### M1 wires

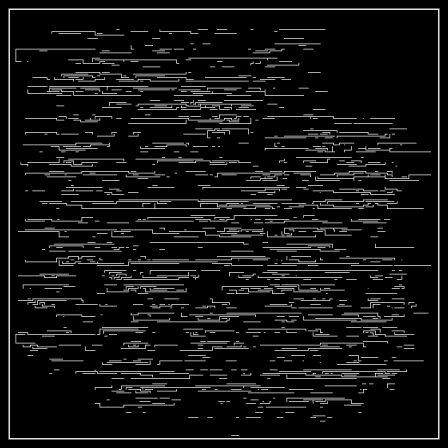
### The metal 2 layer

Bar = 20 microns. Cells faint in the background.
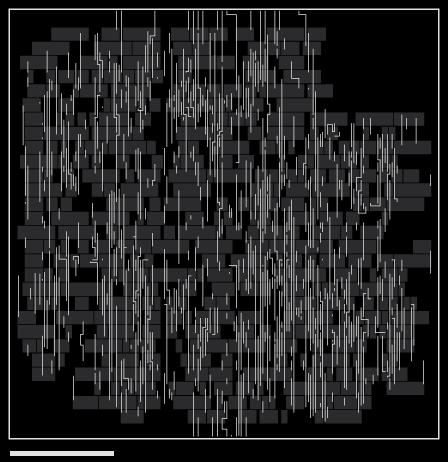
### Metal 3

Bar = 20 microns.
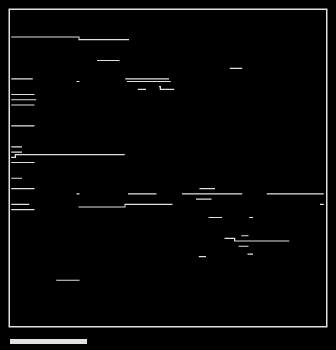
### Met4 routing

Cells faint in the background.
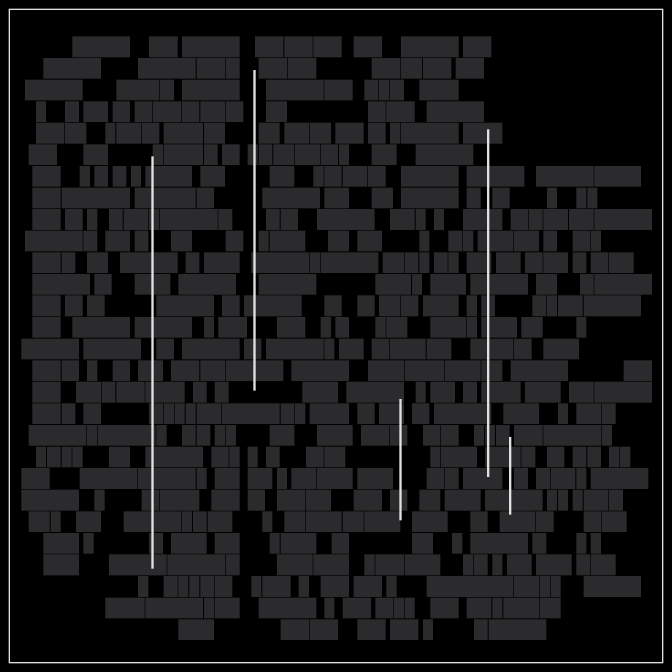
### Congestion heat map

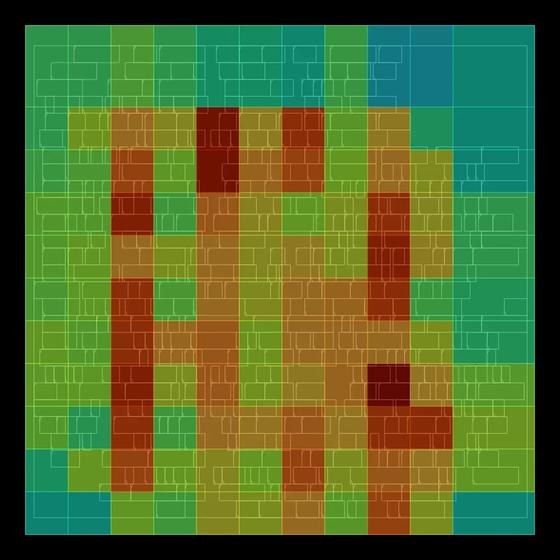
--- src/rtl/enc_pkg.sv ---
// Shared encoder definitions: control FSM encoding and common widths/defaults,
// used by the input filter and the quadrature decoder.
package enc_pkg;

  typedef enum logic {
    ST_PRIME = 1'b0,
    ST_RUN   = 1'b1
  } enc_state_t;

  localparam int GLITCH_CNT_W     = 16;
  localparam int SYNC_STAGES_DEF  = 2;

endpackage

--- src/rtl/enc_chan_filter.sv ---
// One encoder channel: synchroniser, persistence filter, filtered level,
// registered rise/fall pulses and combinational accept/glitch strobes.
module enc_chan_filter
  import enc_pkg::*;
#(
  parameter int SYNC_STAGES = SYNC_STAGES_DEF,
  parameter int FILT_W      = 8
) (
  input  logic              I_CLK_100MHZ,
  input  logic              I_RST,
  input  logic              raw,
  input  logic              run,
  input  logic [FILT_W-1:0] filt_len,
  output logic              level,
  output logic              rise,
  output logic              fall,
  output logic              accept,
  output logic              glitch
);

  logic [SYNC_STAGES-1:0] sync_q;
  logic [FILT_W-1:0]      cnt;
  logic [FILT_W-1:0]      eff_len;
  logic [FILT_W:0]        cnt_inc;
  logic                   s;

  assign s       = sync_q[SYNC_STAGES-1];
  assign eff_len = (filt_len == '0) ? {{(FILT_W-1){1'b0}}, 1'b1} : filt_len;
  assign cnt_inc = {1'b0, cnt} + {{FILT_W{1'b0}}, 1'b1};

  // Accept on the cycle the difference reaches its eff_len-th consecutive cycle;
  // a shortened length takes effect on the very next comparison.
  assign accept = run && (s != level) && (cnt_inc >= {1'b0, eff_len});
  assign glitch = run && (s == level) && (cnt != '0);

  always_ff @(posedge I_CLK_100MHZ) begin
    if (I_RST) begin
      sync_q <= '0;
      cnt    <= '0;
      level  <= 1'b0;
      rise   <= 1'b0;
      fall   <= 1'b0;
    end else begin
      sync_q <= {sync_q[SYNC_STAGES-2:0], raw};
      rise   <= 1'b0;
      fall   <= 1'b0;
      if (!run) begin
        level <= s;
        cnt   <= '0;
      end else if (s == level) begin
        cnt <= '0;
      end else if (accept) begin
        level <= s;
        cnt   <= '0;
        rise  <= s;
        fall  <= ~s;
      end else if (cnt != '1) begin
        cnt <= cnt_inc[FILT_W-1:0];
      end
    end
  end

endmodule

--- src/rtl/enc_input_filter.sv ---
// Encoder input conditioning: three filtered channels, PRIME/RUN control,
// saturating glitch accumulator and sticky A/B simultaneous-change flag.
module enc_input_filter
  import enc_pkg::*;
#(
  parameter int SYNC_STAGES = SYNC_STAGES_DEF,
  parameter int FILT_W      = 8
) (
  input  logic                    I_CLK_100MHZ,
  input  logic                    I_RST,
  input  logic                    I_ENC_A,
  input  logic                    I_ENC_B,
  input  logic                    I_ENC_Z,
  input  logic [FILT_W-1:0]       I_FILT_LEN,
  input  logic                    I_ERR_CLR,
  output logic                    O_VALID,
  output logic                    O_ENC_A,
  output logic                    O_ENC_B,
  output logic                    O_ENC_Z,
  output logic                    O_A_RISE,
  output logic                    O_A_FALL,
  output logic                    O_B_RISE,
  output logic                    O_B_FALL,
  output logic                    O_Z_PULSE,
  output logic                    O_ERR_ILLEGAL,
  output logic [GLITCH_CNT_W-1:0] O_GLITCH_CNT,
  output enc_state_t              O_DBG_STATE
);

  enc_state_t              state;
  logic [2:0]              prime_cnt;
  logic                    run;
  logic                    a_acc, b_acc, z_acc;
  logic                    a_gl, b_gl, z_gl;
  logic                    z_fall;
  logic [1:0]              g_inc;
  logic [GLITCH_CNT_W-1:0] g_base;
  logic [GLITCH_CNT_W:0]   g_sum;
  logic                    unused_z;

  assign run         = (state == ST_RUN);
  assign O_VALID     = run;
  assign O_DBG_STATE = state;
  assign unused_z    = &{1'b0, z_fall, z_acc};

  enc_chan_filter #(.SYNC_STAGES(SYNC_STAGES), .FILT_W(FILT_W)) u_chan_a (
    .I_CLK_100MHZ(I_CLK_100MHZ), .I_RST(I_RST), .raw(I_ENC_A), .run(run),
    .filt_len(I_FILT_LEN), .level(O_ENC_A), .rise(O_A_RISE), .fall(O_A_FALL),
    .accept(a_acc), .glitch(a_gl)
  );

  enc_chan_filter #(.SYNC_STAGES(SYNC_STAGES), .FILT_W(FILT_W)) u_chan_b (
    .I_CLK_100MHZ(I_CLK_100MHZ), .I_RST(I_RST), .raw(I_ENC_B), .run(run),
    .filt_len(I_FILT_LEN), .level(O_ENC_B), .rise(O_B_RISE), .fall(O_B_FALL),
    .accept(b_acc), .glitch(b_gl)
  );

  enc_chan_filter #(.SYNC_STAGES(SYNC_STAGES), .FILT_W(FILT_W)) u_chan_z (
    .I_CLK_100MHZ(I_CLK_100MHZ), .I_RST(I_RST), .raw(I_ENC_Z), .run(run),
    .filt_len(I_FILT_LEN), .level(O_ENC_Z), .rise(O_Z_PULSE), .fall(z_fall),
    .accept(z_acc), .glitch(z_gl)
  );

  // A clear in the same cycle as new glitches keeps only this cycle's increment.
  assign g_inc  = {1'b0, a_gl} + {1'b0, b_gl} + {1'b0, z_gl};
  assign g_base = I_ERR_CLR ? '0 : O_GLITCH_CNT;
  assign g_sum  = {1'b0, g_base} + {{(GLITCH_CNT_W-1){1'b0}}, g_inc};

  always_ff @(posedge I_CLK_100MHZ) begin
    if (I_RST) begin
      state         <= ST_PRIME;
      prime_cnt     <= '0;
      O_ERR_ILLEGAL <= 1'b0;
      O_GLITCH_CNT  <= '0;
    end else begin
      case (state)
        ST_PRIME: begin
          if (prime_cnt == 3'(SYNC_STAGES)) state <= ST_RUN;
          else prime_cnt <= prime_cnt + 3'd1;
        end
        ST_RUN:   state <= ST_RUN;
        default:  state <= ST_PRIME;
      endcase
      if (a_acc && b_acc) O_ERR_ILLEGAL <= 1'b1;
      else if (I_ERR_CLR) O_ERR_ILLEGAL <= 1'b0;
      O_GLITCH_CNT <= g_sum[GLITCH_CNT_W] ? '1 : g_sum[GLITCH_CNT_W-1:0];
    end
  end

endmodule

--- config.mk ---
export PLATFORM = sky130hd
export DESIGN_NAME = enc_input_filter
export DESIGN_NICKNAME = d
export VERILOG_FILES = /design/src/rtl/enc_pkg.sv /design/src/rtl/enc_chan_filter.sv /design/src/rtl/enc_input_filter.sv
export SDC_FILE = /design/constraint.sdc
export NUM_CORES = 1
export LEC_CHECK = 0
export CAP_MARGIN = 10
export CORE_UTILIZATION = 53
export CTS_CLUSTER_SIZE = 24
export DETAILED_ROUTE_END_ITERATION = 16
export PLACE_DENSITY = 0.75
export SETUP_SLACK_MARGIN = 0.1
export SKIP_LAST_GASP = 1
export SLEW_MARGIN = 20
export SYNTH_ARGS = -nofsm -noshare
export SYNTH_HDL_FRONTEND = slang
export SYNTH_SLANG_ARGS = --single-unit
export TNS_END_PERCENT = 1
--- constraint.sdc ---
create_clock -name I_CLK_100MHZ -period 3.35 [get_ports I_CLK_100MHZ]
set_input_delay 0.5025 -clock I_CLK_100MHZ [delete_from_list [all_inputs] [get_ports I_CLK_100MHZ]]
set_output_delay 0.5025 -clock I_CLK_100MHZ [all_outputs]
set_load 0.02 [all_outputs]
==> run notes <==
The flow completed. The run finished with clean final reports. The clock H-tree reported by CTS has 3 levels. The synthesis stats list as the most numerous cell dfxtp_1. Input and output buffers added on the ports amount to 40. Multi-input combinational gate total landed at 279.

Largest voltage drop on the vdd net landed at 340 uV. Synthesis handed over a netlist of between 300 and 400 instances. TritonCTS built the clock tree.

After Yosys synthesis, AND-OR and OR-AND compound gates account for 13.0% of the synthesized area. Vertical die size landed at between 80 and 90 microns. Based on the critical path, the design can be clocked at up to 329 MHz. Register area landed at approximately 0.0012 sq mm.

The clock net in this run drives a total of about 60 sinks. Number of setup buffers added after CTS landed at 0. Die outline width landed at 82.2 microns. For this run, the detailed router's first-pass iteration total came to 4.

For this run, design rule violations remaining after detail routing come to 0. Of the total synthesized cell area, the portion taken by AND, OR, NAND and NOR gates is 24.8%. Mean instance size in the synthesized netlist landed at 8.92 sq um. Power per cell area landed at 389 mW/mm^2.

Area fraction of the dominant cell type after synthesis landed at around a third. The synthesized design contains 0 enable-type register cells. Depth of the worst hold-timing path landed at 1. In this run the cell area of the synthesized design comes to 0.00341 sq mm. Xor-xnor portion of the synthesized cell area landed at 7.97%. The number of sequential cells reported for the layout is just under 60.

The finished design was reported to have a net count of slightly below 500. O_GLITCH_CNT holds more flip-flops than any other register. In the hold report, the worst path ends at u_chan_b.sync_q[1]$_SDFF_PP0_.

The commonest cells after synthesis are 59 x dfxtp_1, 38 x nor2_1, 35 x inv_1. For the combinational group, total power comes out at 0.000187 W. In the layout the commonest cells are 59 x dfxtp_1, 40 x clkdlybuf4s50_1, 38 x nor2_1.

Wire length per cell after detailed routing landed at 14.3 microns. The type recorded for the worst min-delay path is flip-flop to flip-flop. Looking at the cell usage after synthesis, the top flip-flop cell is dfxtp_1.

Floorplan core density landed at a little under three fifths. Number of placed I/O pins landed at a little over 40. The post-synth register bit count is 59. For reference, the most critical setup path is categorized as flip-flop to flip-flop. The biggest area contributor in the post-synthesis netlist is dfxtp_1. Per the post-CTS timing run, clock transition at the registers of the reported paths is 0.07 ns.

Met2 layer wire length in the routed design landed at roughly 3500 microns. Power attributed to the clock group landed at around 0.00066 W. The report counts max-capacitance violations totalling 0. Looking at the power breakdown, combinational cells take 11.7% of the total. In this run the critical register-to-register path is launched from u_chan_z.cnt[1]$_SDFFE_PP0P_. Including well taps, the total number of placed cells is 494. The sequential power reported by the tool is around 0.00075 W. The capture point of the worst register-to-register path is recorded as O_GLITCH_CNT[7]$_SDFF_PP0_. Detailed placement reports a standard cell area of 0.00390 sq mm. Peak fanout along the critical path landed at 7.

For reference, full adder, half adder and majority cells occupy 13.7% of the area reported after synthesis. In the final layout, excluding clock buffers the buffer count is 47. Number of placement rows landed at 28.

Combinational gate area landed at 0.00204 sq mm. Cell total in the yosys stat output landed at 382. Worst path buffer plus inverter count landed at 2.

Fraction of area in non-clock buffers landed at 11.1%. Flop share of the area landed at 28.8%. At floorplan, the net count of the design was reported as 432. Final-report setup violation count landed at 0. Number of DRC markers after the initial detailed-route iteration landed at 93.

Reported net switching power landed at 0.000403 W. Hold timing on the final database bottoms out at a slack of 0.441 ns. The number of clock buffers added by TritonCTS is 9. Internal power comes to 0.00119 W.
Back to the opening pictures, 'M1 wires':
The longest straight run is 26.4 microns. 438 nets have wire on it. The layer carries 3430 microns of wire. The layer holds 47% of the routed length.

Back to the opening pictures, 'The metal 2 layer':
412 nets have wire on it. The layer holds 47% of the routed length. The longest straight run is 39.4 microns. The layer carries 3470 microns of wire. The wires run mostly vertical.

Back to the opening pictures, 'Metal 3':
28 nets have wire on it. The layer carries 260 microns of wire. The wires run mostly horizontal. The layer holds 3.6% of the routed length. The longest straight run is 28.3 microns.
total via count after detailed routing: 2810
routing usage on met3: 4.95%

Back to the opening pictures, 'Met4 routing':
The wires run mostly vertical. The layer carries 160 microns of wire. The layer holds 2.2% of the routed length. 4 nets have wire on it. The longest straight run is 51.7 microns.
routed wire length: 7310 microns

Back to the opening pictures, 'Congestion heat map':
GRT met1 Usage: 29.0%
Final Core Density: 67.6%

Power figures rest on the tool's default switching activity, not on a simulated workload.
